$ cat config.mk
export PLATFORM = sky130hd
export DESIGN_NAME = refresh_scheduler
export DESIGN_NICKNAME = d
export VERILOG_FILES = /design/src/rtl/refresh_scheduler.sv
export SDC_FILE = /design/constraint.sdc
export NUM_CORES = 1
export LEC_CHECK = 0
export CAP_MARGIN = 40
export CORE_MARGIN = 5
export CORE_UTILIZATION = 50
export CTS_CLUSTER_DIAMETER = 40
export DETAILED_ROUTE_END_ITERATION = 10
export GPL_ROUTABILITY_DRIVEN = 0
export GPL_TIMING_DRIVEN = 1
export HOLD_SLACK_MARGIN = 0.12
export PLACE_DENSITY = 0.74
export SKIP_CTS_REPAIR_TIMING = 1
export SLEW_MARGIN = 20
export SYNTH_ARGS = -nofsm -noshare
export SYNTH_HDL_FRONTEND = slang
export SYNTH_SLANG_ARGS = --single-unit
$ cat constraint.sdc
create_clock -name clk -period 1.8 [get_ports clk]
set_input_delay 0.36 -clock clk [delete_from_list [all_inputs] [get_ports clk]]
set_output_delay 0.36 -clock clk [all_outputs]
set_load 0.03 [all_outputs]
$ cat src/rtl/refresh_scheduler.sv
// Periodic DRAM refresh scheduler: tREFI interval timer, signed refresh balance, req/ack to the controller.
// Latency: tick one cycle after the counter hits TREFI_CYCLES-1; balance updates the edge after tick/ack are seen.
// Backpressure: controller may hold off ref_ack while balance < MAX_POSTPONE; ref_urgent flags the hard limit.
module refresh_scheduler #(
   parameter int TREFI_CYCLES = 2496,
   parameter int MAX_POSTPONE = 8,
   parameter int MAX_PULLIN   = 8,
   parameter int CNT_W        = 16,
   parameter int BAL_W        = 5
) (
   input  logic             clk,
   input  logic             rst_n,
   input  logic             enable,
   input  logic             ctrl_idle,
   input  logic             ref_ack,
   output logic             ref_req,
   output logic             ref_urgent,
   output logic [BAL_W-1:0] balance,
   output logic             tick,
   output logic             viol_err,
   output logic             ack_err
);

   // Interval counter constants.
   localparam logic [CNT_W-1:0] CNT_LAST = CNT_W'(TREFI_CYCLES - 1);
   localparam logic [CNT_W-1:0] CNT_ONE  = CNT_W'(1);

   // Balance limits in the register's own two's-complement width.
   localparam logic signed [BAL_W-1:0] BAL_ZERO = '0;
   localparam logic signed [BAL_W-1:0] BAL_ONE  = BAL_W'(1);
   localparam logic signed [BAL_W-1:0] BAL_MAX  = BAL_W'(MAX_POSTPONE);
   localparam logic signed [BAL_W-1:0] BAL_MIN  = BAL_W'(-MAX_PULLIN);
   localparam bit                      PULLIN_EN = (MAX_PULLIN > 0);

   // Scheduler condition, derived from enable and the balance.
   typedef enum logic [2:0] {
      ST_DISABLED = 3'd0,
      ST_IN_SYNC  = 3'd1,
      ST_AHEAD    = 3'd2,
      ST_OWED     = 3'd3,
      ST_URGENT   = 3'd4
   } state_t;

   logic [CNT_W-1:0]        cnt_q;
   logic                    tick_q;
   logic signed [BAL_W-1:0] bal_q;
   logic signed [BAL_W-1:0] bal_nxt;
   state_t                  state_q;
   logic                    viol_q;
   logic                    ack_err_q;

   logic                    owed;
   logic                    pull_ok;
   logic                    req_int;
   logic                    ack_ok;
   logic                    ack_bad;
   logic                    tick_sat;

   // Free-running tREFI timer; restarts from zero whenever enable drops.
   always_ff @(posedge clk or negedge rst_n) begin
      if (!rst_n) begin
         cnt_q  <= '0;
         tick_q <= 1'b0;
      end else if (!enable) begin
         cnt_q  <= '0;
         tick_q <= 1'b0;
      end else begin
         tick_q <= (cnt_q == CNT_LAST);
         if (cnt_q == CNT_LAST) begin
            cnt_q <= '0;
         end else begin
            cnt_q <= cnt_q + CNT_ONE;
         end
      end
   end

   // Request qualification: owed refreshes always, pull-in only when the controller is idle.
   always_comb begin
      owed    = (state_q == ST_OWED) || (state_q == ST_URGENT);
      pull_ok = PULLIN_EN && ctrl_idle && (bal_q > BAL_MIN);
      req_int = rst_n && enable && (owed || pull_ok);
   end

   // Next balance: tick adds one, an accepted ack removes one, both together cancel.
   always_comb begin
      bal_nxt  = bal_q;
      tick_sat = 1'b0;
      // The lower-limit term is redundant with req_int but keeps the balance from wrapping.
      ack_ok   = ref_ack && req_int && (bal_q > BAL_MIN);
      ack_bad  = enable && ref_ack && !ack_ok;
      if (tick_q && !ack_ok) begin
         if (bal_q >= BAL_MAX) begin
            tick_sat = enable;
         end else begin
            bal_nxt = bal_q + BAL_ONE;
         end
      end else if (ack_ok && !tick_q) begin
         bal_nxt = bal_q - BAL_ONE;
      end
   end

   // Balance register; the owed count is discarded when DRAM is taken down.
   always_ff @(posedge clk or negedge rst_n) begin
      if (!rst_n) begin
         bal_q <= BAL_ZERO;
      end else if (!enable) begin
         bal_q <= BAL_ZERO;
      end else begin
         bal_q <= bal_nxt;
      end
   end

   // Condition register tracks the balance that is being loaded this edge.
   always_ff @(posedge clk or negedge rst_n) begin
      if (!rst_n) begin
         state_q <= ST_DISABLED;
      end else if (!enable) begin
         state_q <= ST_DISABLED;
      end else if (bal_nxt >= BAL_MAX) begin
         state_q <= ST_URGENT;
      end else if (bal_nxt > BAL_ZERO) begin
         state_q <= ST_OWED;
      end else if (bal_nxt < BAL_ZERO) begin
         state_q <= ST_AHEAD;
      end else begin
         state_q <= ST_IN_SYNC;
      end
   end

   // Sticky error flags; they only clear on reset and survive enable toggling.
   always_ff @(posedge clk or negedge rst_n) begin
      if (!rst_n) begin
         viol_q    <= 1'b0;
         ack_err_q <= 1'b0;
      end else begin
         viol_q    <= viol_q | tick_sat;
         ack_err_q <= ack_err_q | ack_bad;
      end
   end

   // Output drive; enable gating keeps everything quiet while the DRAM is down.
   always_comb begin
      ref_req    = req_int;
      ref_urgent = rst_n && enable && (state_q == ST_URGENT);
      balance    = bal_q;
      tick       = tick_q && enable;
      viol_err   = viol_q;
      ack_err    = ack_err_q;
   end

endmodule
==> results.cfg, run 1 <==
; generated from flow reports
[global_routing]
grt_first_pass_wirelength_um = 5600
grt_pass1_vias = 1257
grt.busiest_layer = met2
met2_usage_pct = 28.8
grt_max_degree = 29

[sta]
timing.fmax_mhz = 511
finClkSkew_ns = 0.00431
relSlewSlack_pct = 75.6
setup_ws_ns = -0.158
hold_slack_ns = 0.415
setup_viol = 7
min_period_over_period_pct = 109
hold_viol_final = 0

[clock_network]
clkTransAtPathRegs_ns = 0.14
clockBufferDepth = 2

[pwr]
p_comb_w = 0.000246
power.static_leakage_nw = 0.937

[status]
status = complete, but fails checks
failed_checks = negative setup slack

[setup_path]
r2r-end = state_q[1]$_DFF_PN0_
endpoint = ref_req
cp_cell_sequence = inv_1, ha_2, nand2b_4, a21boi_4, nand2b_4, a31oi_4, buf_6
start_kind = flip-flop
rr_worst_depth = 6
critical_path_class = flip-flop to primary output
crit_family = flip-flops
crit_path_end_kind = primary output
cp.arrival_ns = 1.60

[die]
die_h_um = 63.9

[synthesis]
synth_cells = 154
ys.flop_type = dfrtp_1
ys_cells = 154
ys_async_sr_fraction_pct = 100

[layout]
clkCellAreaFrac_pct = 1.46
dominant-cell-class = multi-input combinational cells
comb_share_pct = 41.7
buffers = 36

[place]
dpl_cell_area_um2 = 1770
dp_hpwl_um = 2420
place_ws_ns = -0.312
portBuffers = 14

[route]
drc = 0
wl_met2_um = 1640
m1WireLength_um = 1370
-- run 1: logic make-up (layout without fill, tap and decap cells) --
group,Yosys count,in the layout,share of synthesized area (%)
compound gates,21,21,11.9
xor+xnor,15,15,9.06
fa+ha+maj,4,4,3.45
buf+inv,10,47,3.11
flops,27,27,46.6
mux,2,2,1.38
simple gates,75,75,24.5
-- run 1: through the flow --
| step | power (W) | utilization, % |
|---|---|---|
| after floorplan | 0.000779 | - |
| after global placement | 0.000875 | 64.2 |
| after detailed placement | 0.000882 | 64.2 |
| after CTS | 0.00113 | 65.2 |
| after global routing | 0.00120 | 68.5 |
| final | 0.00115 | 68.5 |
-- run 1: registers in the layout, indices dropped and copies added (netlist names) --
signal,count
cnt_q,16
balance,5
state_q,3
ack_err,1
tick_q,1
viol_err,1
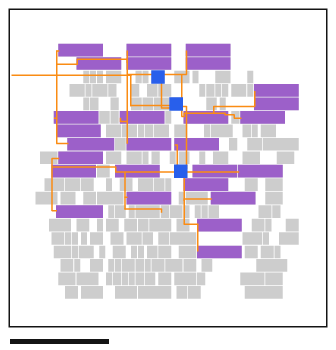
Fig. 1. Clock distribution (run 1).
The bar under the picture is 20 um long.
Key: orange = clock wires [length 272 um]; purple = flip-flops [count 27]; blue = clock drivers [count 3]
There are 4 routed clock nets.

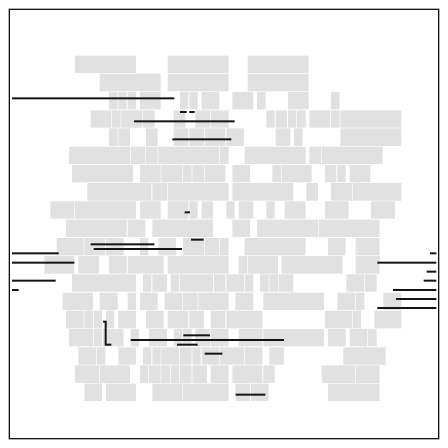
Fig. 2. Metal 3 (run 1).
Cells faint in the background.
The layer carries 167 um of wire. The layer holds 5.2% of the routed length.

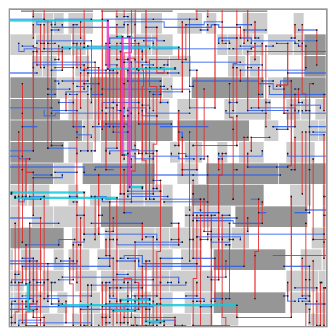
Fig. 3. Layout detail (run 1).
Region (12, 12) to (52, 52) um. Cells in grey, sequential cells in the stronger grey; small squares are vias.
Key: cyan = metal 3; blue = metal 1; red = metal 2; magenta = metal 4
143 logic cells have their middle in the window. Most frequent: nor2_1 (25), buf_4 (20), dfrtp_1 (17). Sequential cells in the window: 19. Netlist names of flops here include `cnt_q` (8), `balance` (5), `state_q` (3).

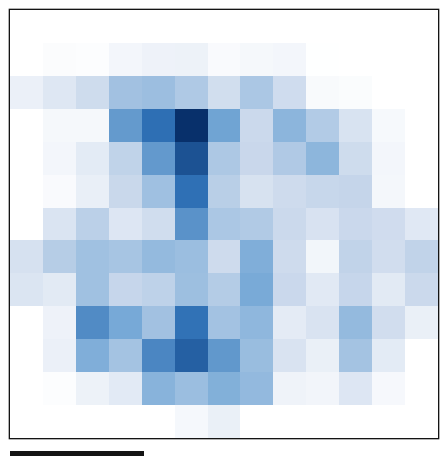
Fig. 4. Wire density map (run 1).
The bar under the picture is 20 um long. The die is cut into 13 by 13 equal tiles; white is low, dark blue is high, scaled to the fullest tile. Values are wire area over tile area, all layers added.
8.3% of the tiles are over half the peak. 27% of the tiles are nearly empty. The emptiest ninth of the die: north-east.

==> run 1 -> run 2 <==
- ABC_AREA: default -> 0
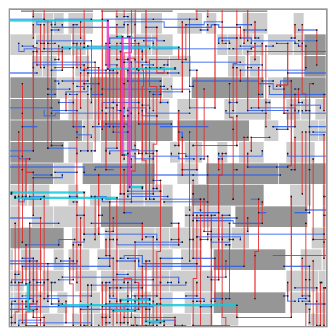
Fig. 5. Layout detail (run 2).
Region (12, 12) to (52, 52) um. Cells in grey, sequential cells in the stronger grey; small squares are vias.
Key: cyan = metal 3; red = metal 2; blue = metal 1; magenta = metal 4
143 logic cells have their middle in the window. Sequential cells in the window: 19. Netlist names of flops here include `cnt_q` (8), `balance` (5), `state_q` (3). Most frequent: nor2_1 (25), buf_4 (20), dfrtp_1 (17).

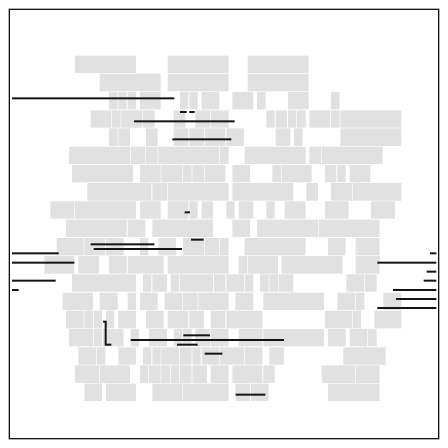
Fig. 6. Metal 3 (run 2).
Cells faint in the background.
23 nets have wire on it. The wires run mostly horizontal. The layer carries 167 um of wire. The longest straight run is 23.9 um. The layer holds 5.2% of the routed length.

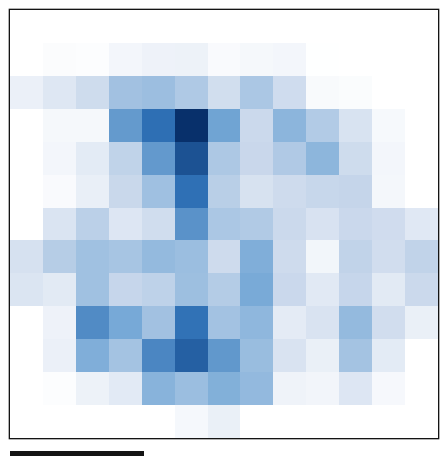
Fig. 7. Wire density map (run 2).
The bar under the picture is 20 um long. The die is cut into 13 by 13 equal tiles; white is low, dark blue is high, scaled to the fullest tile. Values are wire area over tile area, all layers added.
8.3% of the tiles are over half the peak. The fullest tile reaches 0.62. 27% of the tiles are nearly empty. The emptiest ninth of the die: north-east. The mean over all tiles is 0.12.

==> run 2 against run 1 <==
The run still ends with negative setup slack left. Routed wire length is the same. First-iteration DRC count is the same. Clock skew is the same. Maximum frequency is the same. Power is the same. Register-to-register slack is essentially flat. Largest cell class unchanged. Highest routed layer unchanged.
==> results.cfg, run 2 <==
; generated from flow reports
[sta]
setup_ws_ns = -0.158
min_period_over_period_pct = 109
setup_viol = 7
timing.fmax_mhz = 511

[layout]
largest_reg_flops = 16

[route]
wl_met2_um = 1640
m1WireLength_um = 1370

[synthesis]
ys_sh_aoi_pct = 11.9
ys_sh_adder_pct = 3.45
ys.flop_type = dfrtp_1
ys_async_sr_fraction_pct = 100

[place]
place_ws_ns = -0.312

[die]
die_h_um = 63.9

[setup_path]
crit_family = flip-flops
cp.arrival_ns = 1.60
r2r-end = state_q[1]$_DFF_PN0_
start_kind = flip-flop
crit_path_end_kind = primary output
critical_path_class = flip-flop to primary output
cp_cell_sequence = inv_1, ha_2, nand2b_4, a21boi_4, nand2b_4, a31oi_4, buf_6
rr_worst_depth = 6

[global_routing]
grt_max_degree = 29

[pwr]
power.static_leakage_nw = 0.937

[clock_network]
clockBufferDepth = 2
clkTransAtPathRegs_ns = 0.14

[status]
status = complete, but fails checks
failed_checks = negative setup slack
==> run 2: cell counts after synthesis <==
Identical to the previous run, type by type.
==> run 2: final cells by class <==
type | instances | area, um^2 | share of cell area, %
clock inverter | 1 | 5.00 | 0.265
tap | 31 | 38.8 | 2.05
multi-input combinational | 117 | 788 | 41.7
timing repair buffer | 36 | 330 | 17.5
inverter | 7 | 26.3 | 1.39
clock buffer | 3 | 22.5 | 1.19
sequential | 27 | 678 | 35.9
==> run 2: metrics by stage <==
stage / area, um^2 / TNS (ns) / power [W]
floorplan: 1480 / -0.0543 / 0.000779
global placement: 1770 / -1.89 / 0.000875
detailed placement: 1770 / -2.34 / 0.000882
CTS: 1800 / -1.53 / 0.00113
global route: 1890 / -1.49 / 0.00120
finish: 1890 / -0.705 / 0.00115
Power is estimated from default activity; no workload was simulated.
